--- config.mk ---
export PLATFORM = sky130hd
export DESIGN_NAME = matrix_tx_scheduler
export DESIGN_NICKNAME = d
export VERILOG_FILES = /design/src/rtl/mtx_pkg.sv /design/src/rtl/rise_det.sv /design/src/rtl/matrix_tx_scheduler.sv
export SDC_FILE = /design/constraint.sdc
export NUM_CORES = 1
export LEC_CHECK = 0
export CORE_MARGIN = 5
export CORE_UTILIZATION = 50
export DETAILED_ROUTE_END_ITERATION = 8
export GPL_TIMING_DRIVEN = 0
export PLACE_DENSITY = 0.84
export SLEW_MARGIN = 5
export SYNTH_ARGS = -nofsm -noshare
export SYNTH_HDL_FRONTEND = slang
export SYNTH_SLANG_ARGS = --single-unit
--- constraint.sdc ---
create_clock -name slow_clk -period 5 [get_ports slow_clk]
set_clock_uncertainty 0.1 [all_clocks]
set_input_delay 0.5 -clock slow_clk [delete_from_list [all_inputs] [get_ports slow_clk]]
set_output_delay 0.5 -clock slow_clk [all_outputs]
set_load 0.005 [all_outputs]
--- src/rtl/mtx_pkg.sv ---
// Shared definitions for the matrix transmit scheduler.
// Holds the FSM state encoding, the byte-phase encoding that tells the
// NEXT state what was just sent, the default frame header byte and the
// acknowledge timeout used while waiting for the transmitter to go busy.
package mtx_pkg;

    typedef enum logic [2:0] {
        ST_IDLE,
        ST_SEND,
        ST_WAIT_ACK,
        ST_WAIT_DONE,
        ST_READ,
        ST_LATCH,
        ST_NEXT,
        ST_FINISH
    } state_t;

    // Which byte of the frame currently sits in tx_byte.
    typedef enum logic [1:0] {
        PH_HEADER,
        PH_HIGH,
        PH_LOW,
        PH_CSUM
    } phase_t;

    localparam logic [7:0] HEADER_DEFAULT = 8'hA5;
    localparam int         ACK_TIMEOUT    = 16;
    localparam int         TMR_W          = $clog2(ACK_TIMEOUT);

    // XOR of the two bytes of a memory word, folded into the running checksum.
    function automatic logic [7:0] fold16(input logic [15:0] w);
        return w[15:8] ^ w[7:0];
    endfunction

endpackage

--- src/rtl/rise_det.sv ---
// Rising-edge detector with a one-flop history.
// Ports:
//   slow_clk - clock
//   rst      - asynchronous active-high reset
//   din      - level input
//   rise     - high for the cycle in which din is high and was low last cycle
// A level that is already high when reset releases is not an edge: the
// detector arms only after it has seen din low at least once.
module rise_det (
    input  logic slow_clk,
    input  logic rst,
    input  logic din,
    output logic rise
);

    logic hist_reg;
    logic armed_reg;

    always_ff @(posedge slow_clk or posedge rst) begin
        if (rst) begin
            hist_reg  <= 1'b0;
            armed_reg <= 1'b0;
        end else begin
            hist_reg <= din;
            if (!din) begin
                armed_reg <= 1'b1;
            end
        end
    end

    assign rise = din & ~hist_reg & armed_reg;

endmodule

--- src/rtl/matrix_tx_scheduler.sv ---
// Streams a ROW x COLUMN matrix of 16-bit words out of an external memory
// to an external byte transmitter as one frame:
//   HEADER, {word[15:8], word[7:0]} for every address, XOR checksum.
// Ports:
//   slow_clk, rst      - clock, asynchronous active-high reset
//   start              - level request; a rising edge in IDLE sends one frame
//   rd_en, rd_addr     - one-cycle memory read strobe and linear address
//   rd_data            - memory data, valid the cycle after rd_en
//   tx_start, tx_byte  - one-cycle send request and the byte to send
//   tx_busy            - transmitter busy (asynchronous, synchronised here)
//   busy, done         - frame in progress, one-cycle end-of-frame pulse
module matrix_tx_scheduler
    import mtx_pkg::*;
#(
    parameter int         ROW    = 2,
    parameter int         COLUMN = 2,
    parameter logic [7:0] HEADER = HEADER_DEFAULT
) (
    input  logic        slow_clk,
    input  logic        rst,
    input  logic        start,
    output logic        rd_en,
    output logic [31:0] rd_addr,
    input  logic [15:0] rd_data,
    output logic        tx_start,
    output logic [7:0]  tx_byte,
    input  logic        tx_busy,
    output logic        busy,
    output logic        done
);

    localparam logic [31:0]      N_ELEM   = 32'(ROW * COLUMN);
    localparam logic [TMR_W-1:0] TMR_LAST = TMR_W'(ACK_TIMEOUT - 1);

    logic start_rise;

    logic busy_sync1_reg;
    logic busy_sync2_reg;

    state_t           state_reg;
    phase_t           phase_reg;
    logic [31:0]      addr_cnt_reg;   // next element to fetch, 0..N
    logic [7:0]       low_reg;        // low byte waiting behind the high byte
    logic [7:0]       csum_reg;
    logic [TMR_W-1:0] tmr_reg;

    logic        rd_en_reg;
    logic [31:0] rd_addr_reg;
    logic        tx_start_reg;
    logic [7:0]  tx_byte_reg;
    logic        busy_reg;
    logic        done_reg;

    rise_det u_start_det (
        .slow_clk (slow_clk),
        .rst      (rst),
        .din      (start),
        .rise     (start_rise)
    );

    always_ff @(posedge slow_clk or posedge rst) begin
        if (rst) begin
            busy_sync1_reg <= 1'b0;
            busy_sync2_reg <= 1'b0;
        end else begin
            busy_sync1_reg <= tx_busy;
            busy_sync2_reg <= busy_sync1_reg;
        end
    end

    always_ff @(posedge slow_clk or posedge rst) begin
        if (rst) begin
            state_reg    <= ST_IDLE;
            phase_reg    <= PH_HEADER;
            addr_cnt_reg <= '0;
            low_reg      <= '0;
            csum_reg     <= '0;
            tmr_reg      <= '0;
            rd_en_reg    <= 1'b0;
            rd_addr_reg  <= '0;
            tx_start_reg <= 1'b0;
            tx_byte_reg  <= '0;
            busy_reg     <= 1'b0;
            done_reg     <= 1'b0;
        end else begin
            // Strobes are single-cycle unless a state re-asserts them.
            tx_start_reg <= 1'b0;
            rd_en_reg    <= 1'b0;
            done_reg     <= 1'b0;

            case (state_reg)
                ST_IDLE: begin
                    if (start_rise) begin
                        tx_byte_reg  <= HEADER;
                        phase_reg    <= PH_HEADER;
                        csum_reg     <= '0;
                        addr_cnt_reg <= '0;
                        busy_reg     <= 1'b1;
                        state_reg    <= ST_SEND;
                    end
                end

                ST_SEND: begin
                    if (!busy_sync2_reg) begin
                        tx_start_reg <= 1'b1;
                        tmr_reg      <= '0;
                        state_reg    <= ST_WAIT_ACK;
                    end
                end

                // A transmitter fast enough to finish before its busy flag
                // survives the synchroniser is covered by the timeout.
                ST_WAIT_ACK: begin
                    if (busy_sync2_reg) begin
                        state_reg <= ST_WAIT_DONE;
                    end else if (tmr_reg == TMR_LAST) begin
                        state_reg <= ST_NEXT;
                    end else begin
                        tmr_reg <= tmr_reg + 1'b1;
                    end
                end

                ST_WAIT_DONE: begin
                    if (!busy_sync2_reg) begin
                        state_reg <= ST_NEXT;
                    end
                end

                ST_NEXT: begin
                    case (phase_reg)
                        PH_HEADER, PH_LOW: begin
                            if (addr_cnt_reg < N_ELEM) begin
                                // rd_en is high for the whole READ cycle.
                                rd_en_reg   <= 1'b1;
                                rd_addr_reg <= addr_cnt_reg;
                                state_reg   <= ST_READ;
                            end else begin
                                tx_byte_reg <= csum_reg;
                                phase_reg   <= PH_CSUM;
                                state_reg   <= ST_SEND;
                            end
                        end
                        PH_HIGH: begin
                            tx_byte_reg <= low_reg;
                            phase_reg   <= PH_LOW;
                            state_reg   <= ST_SEND;
                        end
                        default: begin
                            state_reg <= ST_FINISH;
                        end
                    endcase
                end

                ST_READ: begin
                    state_reg <= ST_LATCH;
                end

                // Memory answers during this cycle, one after the strobe.
                ST_LATCH: begin
                    low_reg      <= rd_data[7:0];
                    tx_byte_reg  <= rd_data[15:8];
                    csum_reg     <= csum_reg ^ fold16(rd_data);
                    addr_cnt_reg <= addr_cnt_reg + 32'd1;
                    phase_reg    <= PH_HIGH;
                    state_reg    <= ST_SEND;
                end

                ST_FINISH: begin
                    done_reg  <= 1'b1;
                    busy_reg  <= 1'b0;
                    state_reg <= ST_IDLE;
                end

                default: begin
                    state_reg <= ST_IDLE;
                end
            endcase
        end
    end

    assign rd_en    = rd_en_reg;
    assign rd_addr  = rd_addr_reg;
    assign tx_start = tx_start_reg;
    assign tx_byte  = tx_byte_reg;
    assign busy     = busy_reg;
    assign done     = done_reg;

endmodule

==> reports/qor.json, run 1 <==
{
  "outcome": {
    "run_status": "finished clean"
  },
  "yosys": {
    "synth.cellmix.simpleShare": 0.214,
    "synth_top_cells_by_count": "dfrtp_1, nand2_1, o21ai_0, nor2b_1, nand3_1",
    "synth.ff_latch_count": 105,
    "number_of_standard_cells_reported_by_yosys": 439,
    "syn-num-nets": 461,
    "ys_dominant_reg_cell": "dfrtp_1",
    "synth_top_area_share": 0.566,
    "asyncSetResetFlopFracSynth": 1.00,
    "count_of_flip_flops_with_a_built_in_enable_after_synthesis": 0,
    "most_common_cell": "dfrtp_1",
    "synth_compound_gate_area_share": 0.113,
    "top_cells_by_area": "dfrtp_1, nand2_1, nor2b_1, o21ai_0, mux2i_1",
    "synth_cell_type_count": 47
  },
  "setup_path": {
    "worst_r2r_endpoint": "rd_addr[12]$_DFFE_PP0P_",
    "critical_path.slowest_cell": "dfrtp_1",
    "critical_path.cell_chain": "nor4_1 -> nand4_1 -> nor3_4 -> clkbuf_1 -> nor2b_1",
    "worst_setup_path_start_kind": "register",
    "cpPeakStageDelay_ns": 0.46,
    "r2r_setup_slack_ns": 2.67,
    "critical_path_s_top_delay_family": "simple AND/OR/NAND/NOR gates"
  },
  "final_timing": {
    "finalCritPeriodShare": 0.467,
    "hold_violations": 0,
    "final.hold.worst_slack_ns": 0.267,
    "setup_violations": 0,
    "timing.max_slew.rel_slack": 0.522,
    "timing.fmax_mhz": 428,
    "setup_slack_ns": 2.67
  },
  "pwr": {
    "power_top_consumer": "registers",
    "switchingPower_mw": 0.950,
    "intPower_mw": 1.68,
    "leakagePower_nw": 2.59,
    "power_frac_seq": 0.509,
    "power_combinational_mw": 0.749,
    "clockNetworkPower_mw": 0.543
  },
  "grt": {
    "globalRouteOverflowTotal": 0,
    "maximum_number_of_pins_on_one_net_before_global_route_repair": 59,
    "number_of_antenna_violations_at_the_first_check_in_global_routing": 0,
    "grt_pass1_vias": 3586,
    "grt_pass1_wl_mm": 17.5
  },
  "drt": {
    "drtPass1Iterations": 4,
    "met3RoutedLength_um": 529,
    "met2WireLength_mm": 5.05,
    "vias_per_cell": 5.65,
    "topRoutingLayerUsed": "met4",
    "drtAntennaViolNets": 0,
    "count_of_unresolved_drc_violations_after_routing": 0
  },
  "cells_and_area": {
    "comb_area_share": 0.337,
    "sequential_cell_area_sq_um": 2630,
    "antenna-diode-count": 0,
    "final_cell_area_sq_um": 5640,
    "logic_area_sq_um": 1900,
    "n_clock_buffer": 10,
    "non_clock_buffer_count": 82,
    "final_layout_top_logic_cell": "dfrtp_1",
    "fin_nets": 536,
    "layout_top_cells": "dfrtp_1, nand2_1, clkdlybuf4s50_1",
    "drive_above_1_share": 0.0655,
    "final-instance-count-excl-fill": 630
  },
  "run": {
    "maxCapViolCount": 0
  },
  "clock_tree": {
    "clock_sink_count": 105,
    "clock_tree.buffer_depth": 2,
    "cts_buffers": 9,
    "cts-htree-levels": 3,
    "clk_pin_slew_ns": 0.10,
    "cts_root_buffer": "clkbuf_8"
  },
  "hold_path": {
    "min_path_type": "reg2reg"
  },
  "die": {
    "dieWidth_um": 106,
    "die-area_sq_um": 11300
  },
  "placed_design": {
    "dp_worst_setup_slack_ns": 2.45,
    "placed_cells": 614,
    "port_buffers": 63,
    "post_dp_cell_area_sq_um": 5440
  }
}
run_1/wires.png
(6 px per um) Only two layers are drawn.
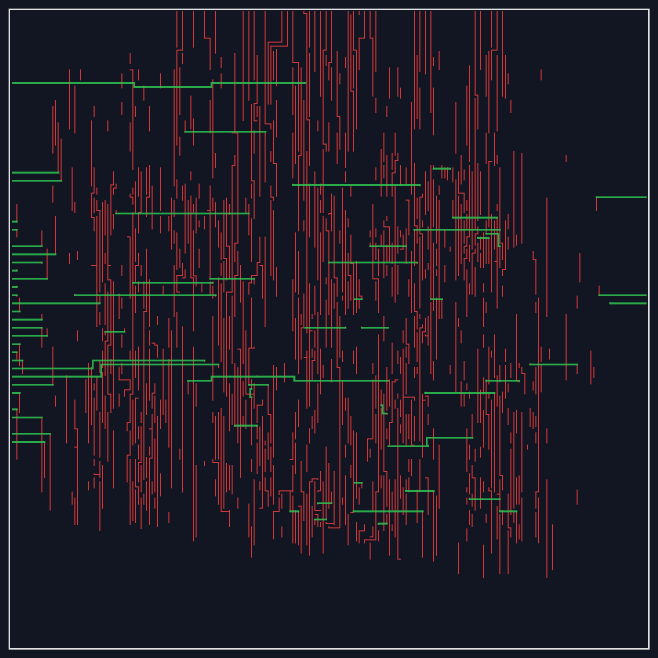
- metal 3: green (wire length 530 um)
- metal 2: red (wire length 5,050 um)
vias after detailed routing: 3,557
average wire length per cell after detail routing: 16.2 um

run_1/cell_density.png
(2 px per um) The die is cut into 11 by 11 equal tiles; white is low, dark blue is high, 0 to 100% covered.
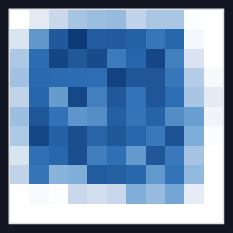
- fullest tile: 96%
- nearly empty tiles: 18%
- densest ninth of the die: middle
- mean over tiles: 49%
- tiles over 75% full: 33%
Init Core Util: 0.507
Core Box Area: 9150 sq um
final core utilization: 0.616

run_1/congestion.png
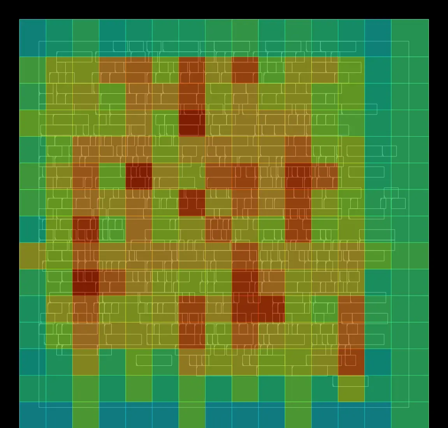
GR met3 Demand/Resource: 0.0474
Global Route met2 Usage: 0.323
Top Usage Layer GRT: met2
met1 Resource Use GR: 0.249
GRT Resource Usage Total: 0.192

run_1/power_grid.png
(4 px per um) Pins as bars on the die edge.
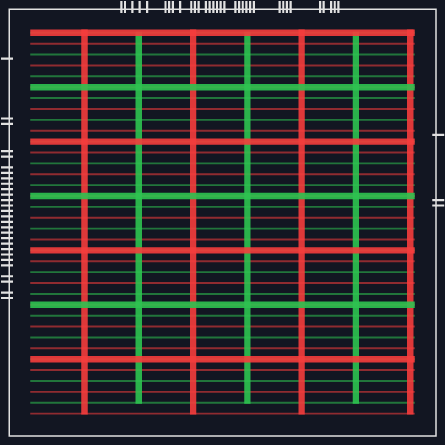

## Run 2: what changed since run 1
==> constraint.sdc (replaced) <==
create_clock -name slow_clk -period 2.3 [get_ports slow_clk]
set_clock_uncertainty 0.1 [all_clocks]
set_input_delay 0.23 -clock slow_clk [delete_from_list [all_inputs] [get_ports slow_clk]]
set_output_delay 0.23 -clock slow_clk [all_outputs]
set_load 0.005 [all_outputs]
run_2/power_grid.png
(4 px per um) Pins as bars on the die edge.
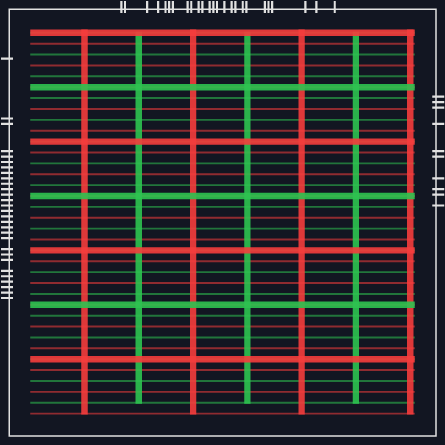
- VDD: green
- VSS: red
- signal pins: 64
- met5 straps: 7
- met1 rails: 36
- met4 straps: 7
- rows: 35
die height: 106 um
width of the chip: 106 um
Peak supply drop: 0.517 mV

==> run 2 against run 1 <==
Net effect:
- global-route usage shrank 0.21 points
- worst setup slack lost 2.5 ns
- area after synthesis is the same
- maximum frequency grew 7.4%
- sequential share of layout area shrank 0.28 points
- flip-flop count is the same
- die area is the same
- largest cell class unchanged
- highest routed layer unchanged
==> reports/qor.json, run 2 <==
{
  "outcome": {
    "run_status": "finished clean"
  },
  "final_timing": {
    "setup_slack": {"value": 0.127, "unit": "ns", "change": "-2.54 ns"},
    "hold_violations": {"value": 0, "change": "unchanged"},
    "finalCritPeriodShare": {"value": 0.945, "change": "+0.478"},
    "setup_violations": {"value": 0, "change": "unchanged"},
    "timing.fmax": {"value": 460, "unit": "MHz", "change": "+7.4%"}
  },
  "hold_path": {
    "min_path_type": "in2async"
  },
  "drt": {
    "route.detailed.wl_per_inst": {"value": 15.4, "unit": "um", "change": "-4.9%"},
    "vias": {"value": 3514, "change": "-1.2%"},
    "count_of_unresolved_drc_violations_after_routing": {"value": 0, "change": "unchanged"},
    "met2WireLength": {"value": 4.62, "unit": "mm", "change": "-8.5%"},
    "drtAntennaViolNets": {"value": 0, "change": "unchanged"},
    "topRoutingLayerUsed": "met4",
    "met3RoutedLength": {"value": 569, "unit": "um", "change": "+7.6%"},
    "vias_per_cell": {"value": 5.55, "change": "-1.7%"}
  },
  "setup_path": {
    "critical_path.endpoint_type": "register",
    "worst_r2r_endpoint": "tx_byte[1]$_DFFE_PP0P_",
    "r2r_setup_slack": {"value": 0.13, "unit": "ns", "change": "-2.54 ns"},
    "cpPeakStageDelay": {"value": 0.47, "unit": "ns", "change": "about the same"},
    "critical_path.slowest_cell": "dfrtp_1",
    "worst_setup_path_start_kind": "register",
    "crit_path_start": "addr_cnt_reg[13]$_DFFE_PP0P_",
    "critical_path.cell_chain": "nor4_2 -> nand4_1 -> buf_4 -> o21ai_1 -> a31oi_4 -> mux2_2",
    "critical_path_s_top_delay_family": "AND-OR/OR-AND gates"
  },
  "grt": {
    "globalRouteOverflowTotal": {"value": 0, "change": "unchanged"},
    "maximum_number_of_pins_on_one_net_before_global_route_repair": {"value": 43, "change": "-27%"},
    "grt_pass1_wl": {"value": 17.4, "unit": "mm", "change": "-0.35%"},
    "grt_pass1_vias": {"value": 3637, "change": "+1.4%"},
    "number_of_antenna_violations_at_the_first_check_in_global_routing": {"value": 0, "change": "unchanged"},
    "grt.total_usage": {"value": 0.190, "change": "-0.00206"}
  },
  "yosys": {
    "synth.cellmix.simpleShare": {"value": 0.214, "change": "unchanged"},
    "most_common_cell": "dfrtp_1",
    "synthesis.instances": 439,
    "synth_top_cells_by_count": "dfrtp_1, nand2_1, o21ai_0, nor2b_1, nand3_1",
    "number_of_standard_cells_reported_by_yosys": {"value": 439, "change": "unchanged"},
    "synth.ff_latch_count": {"value": 105, "change": "unchanged"},
    "synth_cell_type_count": {"value": 47, "change": "unchanged"},
    "ys_dominant_reg_cell": "dfrtp_1",
    "synth_compound_gate_area_share": {"value": 0.113, "change": "unchanged"},
    "syn-num-nets": {"value": 461, "change": "unchanged"},
    "top_cells_by_area": "dfrtp_1, nand2_1, nor2b_1, o21ai_0, mux2i_1"
  },
  "cells_and_area": {
    "comb_area_share": {"value": 0.338, "change": "+0.00175"},
    "antenna-diode-count": {"value": 0, "change": "unchanged"},
    "sequential_cell_area": {"value": 2630, "unit": "sq um", "change": "unchanged"},
    "logic_area": {"value": 1920, "unit": "sq um", "change": "+1.1%"},
    "final_layout_top_logic_cell": "dfrtp_1",
    "final_cell_area": {"value": 5670, "unit": "sq um", "change": "+0.60%"},
    "n_clock_buffer": {"value": 9, "change": "-1"},
    "layout_top_cells": "dfrtp_1, nand2_1, clkdlybuf4s50_1",
    "final-instance-count-excl-fill": {"value": 633, "change": "+0.48%"},
    "drive_above_1_share": {"value": 0.0805, "change": "+0.0149"},
    "fin_nets": {"value": 539, "change": "+0.56%"},
    "non_clock_buffer_count": {"value": 85, "change": "+3.7%"}
  },
  "pwr": {
    "power_combinational": {"value": 1.64, "unit": "mW", "change": "+120%"},
    "intPower": {"value": 3.57, "unit": "mW", "change": "+110%"},
    "power_frac_seq": {"value": 0.518, "change": "+0.009"},
    "clockNetworkPower": {"value": 1.07, "unit": "mW", "change": "+97%"},
    "switchingPower": {"value": 2.06, "unit": "mW", "change": "+120%"},
    "power_top_consumer": "registers",
    "p_per_area_nw_per_um2": 992,
    "leakagePower": {"value": 2.61, "unit": "nW", "change": "+0.55%"}
  },
  "die": {
    "init_core_util": {"value": 0.507, "change": "unchanged"},
    "core_area": {"value": 9150, "unit": "sq um", "change": "unchanged"},
    "die-area": {"value": 11300, "unit": "sq um", "change": "unchanged"}
  },
  "clock_tree": {
    "clk_pin_slew": {"value": 0.10, "unit": "ns", "change": "about the same"},
    "clock_sink_count": {"value": 105, "change": "unchanged"},
    "clock_tree.buffer_depth": {"value": 2, "change": "unchanged"},
    "cts_buffers": {"value": 9, "change": "unchanged"},
    "cts_root_buffer": "clkbuf_8"
  },
  "placed_design": {
    "dp_worst_setup_slack": {"value": -0.000880, "unit": "ns", "change": "-2.45 ns"}
  }
}
run_2/congestion.png
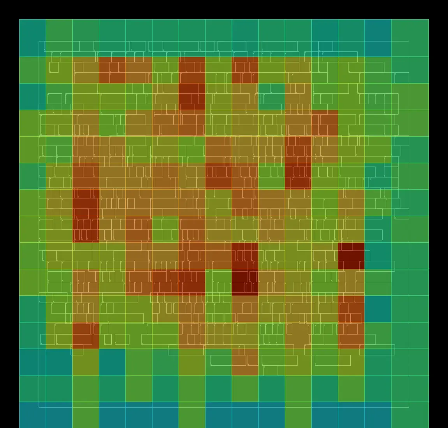
met1 Resource Use GR: 0.250
GR met3 Demand/Resource: 0.0528
Global Route met2 Usage: 0.310
final core utilization: 0.620

run_2/wires.png
(6 px per um) Only two layers are drawn.
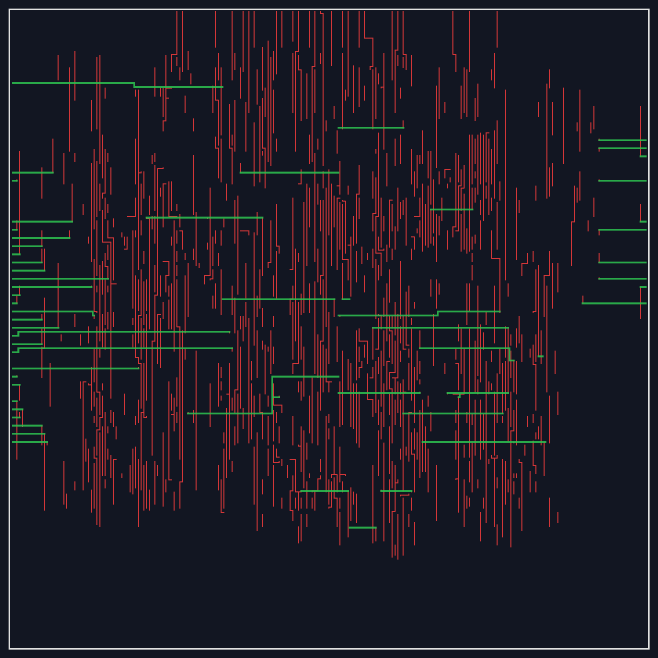

## Run 3: what changed since run 2
--- a/config.mk
+++ b/config.mk
@@ -9,7 +9,7 @@
 export CORE_UTILIZATION = 50
 export DETAILED_ROUTE_END_ITERATION = 8
 export GPL_TIMING_DRIVEN = 0
-export PLACE_DENSITY = 0.84
+export PLACE_DENSITY = 0.8
 export SLEW_MARGIN = 5
 export SYNTH_ARGS = -nofsm -noshare
 export SYNTH_HDL_FRONTEND = slang
run_3/wires.png
(6 px per um) Only two layers are drawn.
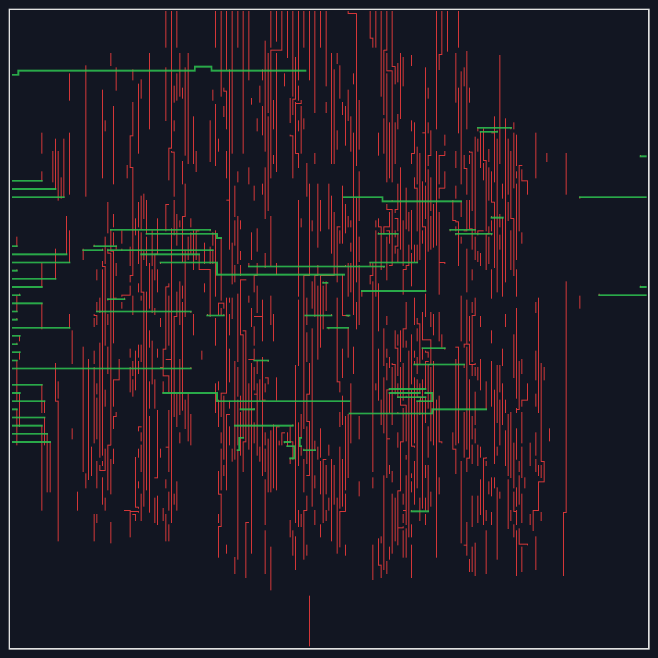
- metal 2: red (wire length 4,970 um)
- metal 3: green (wire length 535 um)
GRT Resource Usage Total: 0.192
average wire length per cell after detail routing: 16.0 um
Total Wirelength: 10.1 mm

==> run 3 against run 2 <==
Net effect:
- die area stayed put
- wire length up 4.0%
- critical path depth fell by 1
- cell area grew 0.60%
- worst setup slack got worse by 0.048 ns
- cell count increased by 0.32%
- flip-flop count is the same
- register-to-register slack got worse by 0.05 ns
- power grew 1.1%
- combinational power about the same
- clock-buffer cell count up 1
- area after synthesis did not move
- critical path type unchanged
==> reports/qor.json, run 3 <==
{
  "run": {
    "log.warning_count": 27
  },
  "cells_and_area": {
    "comb_cells": 308,
    "flow.area_growth_from_synthesis_pct": 23.0,
    "comb_area_share": {"value": 0.334, "change": "-0.00463"},
    "sequential_cell_area": {"value": 2630, "unit": "sq um", "change": "unchanged"},
    "final_cell_area": {"value": 5710, "unit": "sq um", "change": "+0.60%"},
    "postLayoutCoreUtil": {"value": 0.624, "change": "+0.00369"},
    "layout_top_cells": "dfrtp_1, nand2_1, clkdlybuf4s50_1",
    "n_clock_buffer": {"value": 10, "change": "+1"},
    "final-instance-count-excl-fill": {"value": 635, "change": "+0.32%"},
    "layout.filler_cells": 728,
    "fin_nets": {"value": 541, "change": "+0.37%"},
    "logic_area": {"value": 1900, "unit": "sq um", "change": "-0.78%"},
    "final_layout_top_logic_cell": "dfrtp_1",
    "drive_above_1_share": {"value": 0.0859, "change": "+0.00542"},
    "antenna-diode-count": {"value": 0, "change": "unchanged"},
    "non_clock_buffer_count": {"value": 87, "change": "+2.4%"}
  },
  "die": {
    "die-area": {"value": 11300, "unit": "sq um", "change": "unchanged"},
    "dieHeight": {"value": 106, "unit": "um", "change": "unchanged"},
    "core_area": {"value": 9150, "unit": "sq um", "change": "unchanged"},
    "init_core_util": {"value": 0.507, "change": "unchanged"},
    "tap_cells": 111,
    "dieWidth": {"value": 106, "unit": "um", "change": "unchanged"}
  },
  "yosys": {
    "synth.ff_latch_count": {"value": 105, "change": "unchanged"},
    "synth_cell_type_count": {"value": 47, "change": "unchanged"},
    "synth_compound_gate_area_share": {"value": 0.113, "change": "unchanged"},
    "synth_chip_area_sq_um": 4640,
    "number_of_standard_cells_reported_by_yosys": {"value": 439, "change": "unchanged"},
    "ys_dominant_reg_cell": "dfrtp_1",
    "syn_area_sq_um": 4640,
    "synth.cellmix.simpleShare": {"value": 0.214, "change": "unchanged"},
    "synth_top_cells_by_count": "dfrtp_1, nand2_1, o21ai_0, nor2b_1, nand3_1",
    "synthesis.instances": {"value": 439, "change": "unchanged"},
    "most_common_cell": "dfrtp_1",
    "top_cells_by_area": "dfrtp_1, nand2_1, nor2b_1, o21ai_0, mux2i_1",
    "syn-num-nets": {"value": 461, "change": "unchanged"},
    "synth.yosys.seq_area_share": 0.566
  },
  "clock_tree": {
    "cts-htree-levels": 3,
    "cts_hold_buf": 0,
    "clock_tree.buffer_depth": {"value": 2, "change": "unchanged"},
    "clk_pin_slew": {"value": 0.11, "unit": "ns", "change": "about the same"},
    "clock_sink_count": {"value": 105, "change": "unchanged"},
    "cts_root_buffer": "clkbuf_8",
    "cts_repair_resize_count": 0,
    "cts_buffers": {"value": 9, "change": "unchanged"}
  },
  "pwr": {
    "intPower": {"value": 3.61, "unit": "mW", "change": "+1.2%"},
    "leakagePower": {"value": 2.63, "unit": "nW", "change": "+0.87%"},
    "p_per_area": {"value": 998, "unit": "nW/um^2", "change": "+0.52%"},
    "power_combinational": {"value": 1.64, "unit": "mW", "change": "about the same"},
    "power_top_consumer": "registers",
    "switching_share": 0.365,
    "power_frac_seq": {"value": 0.511, "change": "-0.007"},
    "switchingPower": {"value": 2.08, "unit": "mW", "change": "+1.0%"},
    "clockNetworkPower": {"value": 1.14, "unit": "mW", "change": "+7%"}
  },
  "drt": {
    "met3RoutedLength": {"value": 535, "unit": "um", "change": "-6.0%"},
    "vias": {"value": 3585, "change": "+2.0%"},
    "vias_per_cell": {"value": 5.65, "change": "+1.7%"},
    "topRoutingLayerUsed": "met4",
    "drtAntennaViolNets": {"value": 0, "change": "unchanged"},
    "drtPass1Iterations": 5,
    "met2WireLength": {"value": 4.97, "unit": "mm", "change": "+7.7%"},
    "count_of_unresolved_drc_violations_after_routing": {"value": 0, "change": "unchanged"}
  },
  "setup_path": {
    "r2r_setup_slack": {"value": 0.08, "unit": "ns", "change": "-0.05 ns"},
    "worst_setup_path_start_kind": "register",
    "cp.depth": 5,
    "critical_path.max_fanout": 8,
    "critical_path_s_top_delay_family": "simple AND/OR/NAND/NOR gates",
    "worst_r2r_endpoint": "tx_byte[1]$_DFFE_PP0P_",
    "cpPeakStageDelay": {"value": 0.47, "unit": "ns", "change": "about the same"},
    "reg2reg_depth": 5,
    "critical_path.cell_chain": "nor4_2 -> nand4_1 -> o21ai_1 -> a31oi_2 -> mux2_2",
    "required_ns": 2.46,
    "timing.critical_path.buf_inv": 0,
    "crit_path_start": "addr_cnt_reg[13]$_DFFE_PP0P_",
    "critical_path.endpoint_type": "register",
    "critical_path.slowest_cell": "dfrtp_1",
    "crit_end": "tx_byte[1]$_DFFE_PP0P_"
  },
  "final_timing": {
    "setup_violations": {"value": 0, "change": "unchanged"},
    "hold_violations": {"value": 0, "change": "unchanged"},
    "timing.fmax": {"value": 450, "unit": "MHz", "change": "-2.2%"},
    "setup_slack": {"value": 0.0792, "unit": "ns", "change": "-0.0482 ns"},
    "finalCritPeriodShare": {"value": 0.966, "change": "+0.0210"}
  },
  "grt": {
    "number_of_antenna_violations_at_the_first_check_in_global_routing": {"value": 0, "change": "unchanged"},
    "globalRouteOverflowTotal": {"value": 0, "change": "unchanged"},
    "groute.layer.met2.usage": {"value": 0.315, "change": "+0.00588"},
    "grt-busiest-layer": "met2",
    "globalRouteMet3Util": {"value": 0.0534, "change": "+0.000607"},
    "grt_use_met1": {"value": 0.257, "change": "+0.00746"},
    "grt_pass1_wl": {"value": 17.7, "unit": "mm", "change": "+1.5%"},
    "grt_pass1_vias": {"value": 3650, "change": "+0.36%"},
    "maximum_number_of_pins_on_one_net_before_global_route_repair": {"value": 38, "change": "-12%"}
  },
  "outcome": {
    "run_status": "finished clean"
  },
  "placed_design": {
    "dp_worst_setup_slack": {"value": -0.0671, "unit": "ns", "change": "-0.0662 ns"}
  },
  "hold_path": {
    "min_path_type": "in2async"
  }
}
run_3/power_grid.png
(4 px per um) Pins as bars on the die edge.
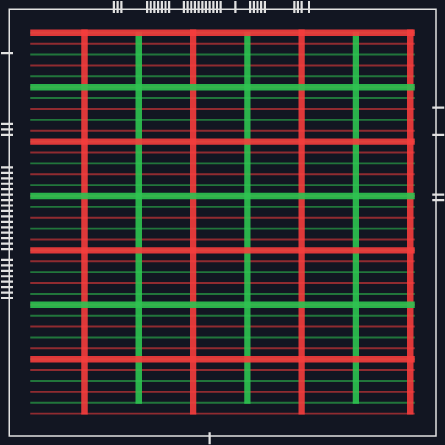
- VDD: green
- VSS: red
- signal pins: 64
- met5 straps: 7
- rows: 35
Peak supply drop: 0.620 mV


==> layout pictures side by side <==
Clock network drawn from the DEF.
(6 px per um)
Plate I
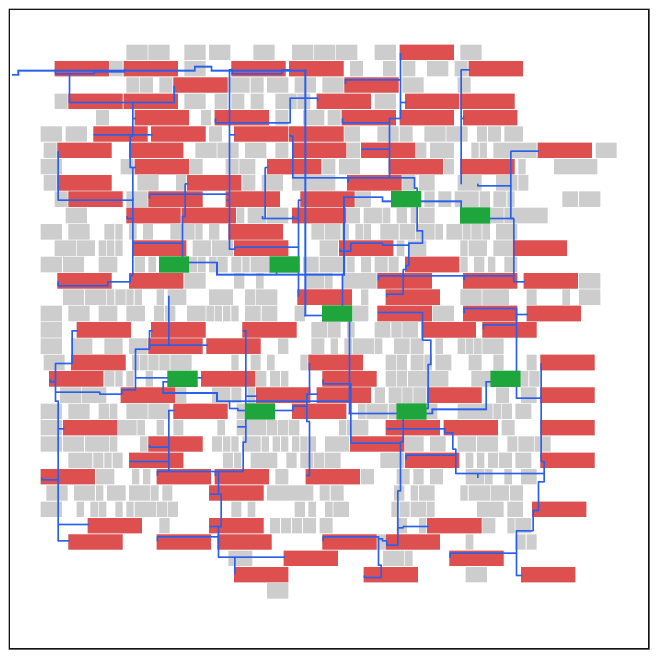
Plate II
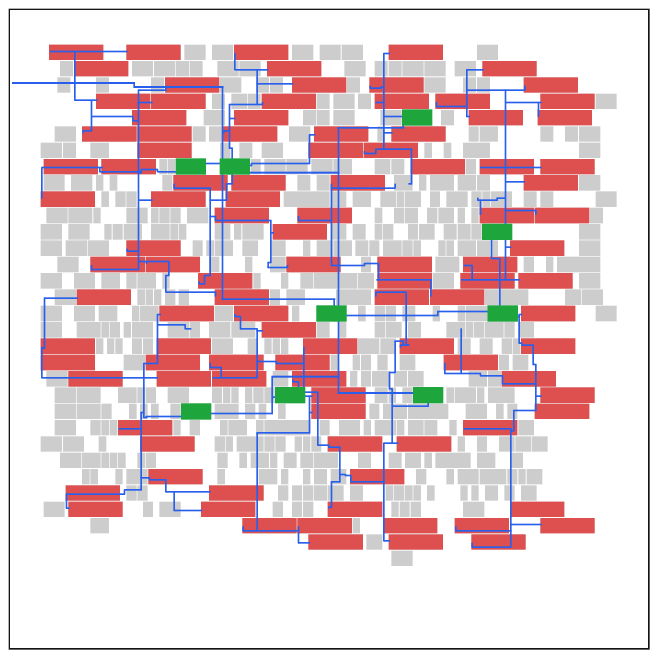
Run 2 is Plate II.
Run 3 is Plate I.

Key to Plate I:
- clock wires: blue (length 1,210 um)
- clock drivers: green (count 9)
- flip-flops: red (count 105)
- routed clock nets: 10

Power and IR drop assume default switching activity.
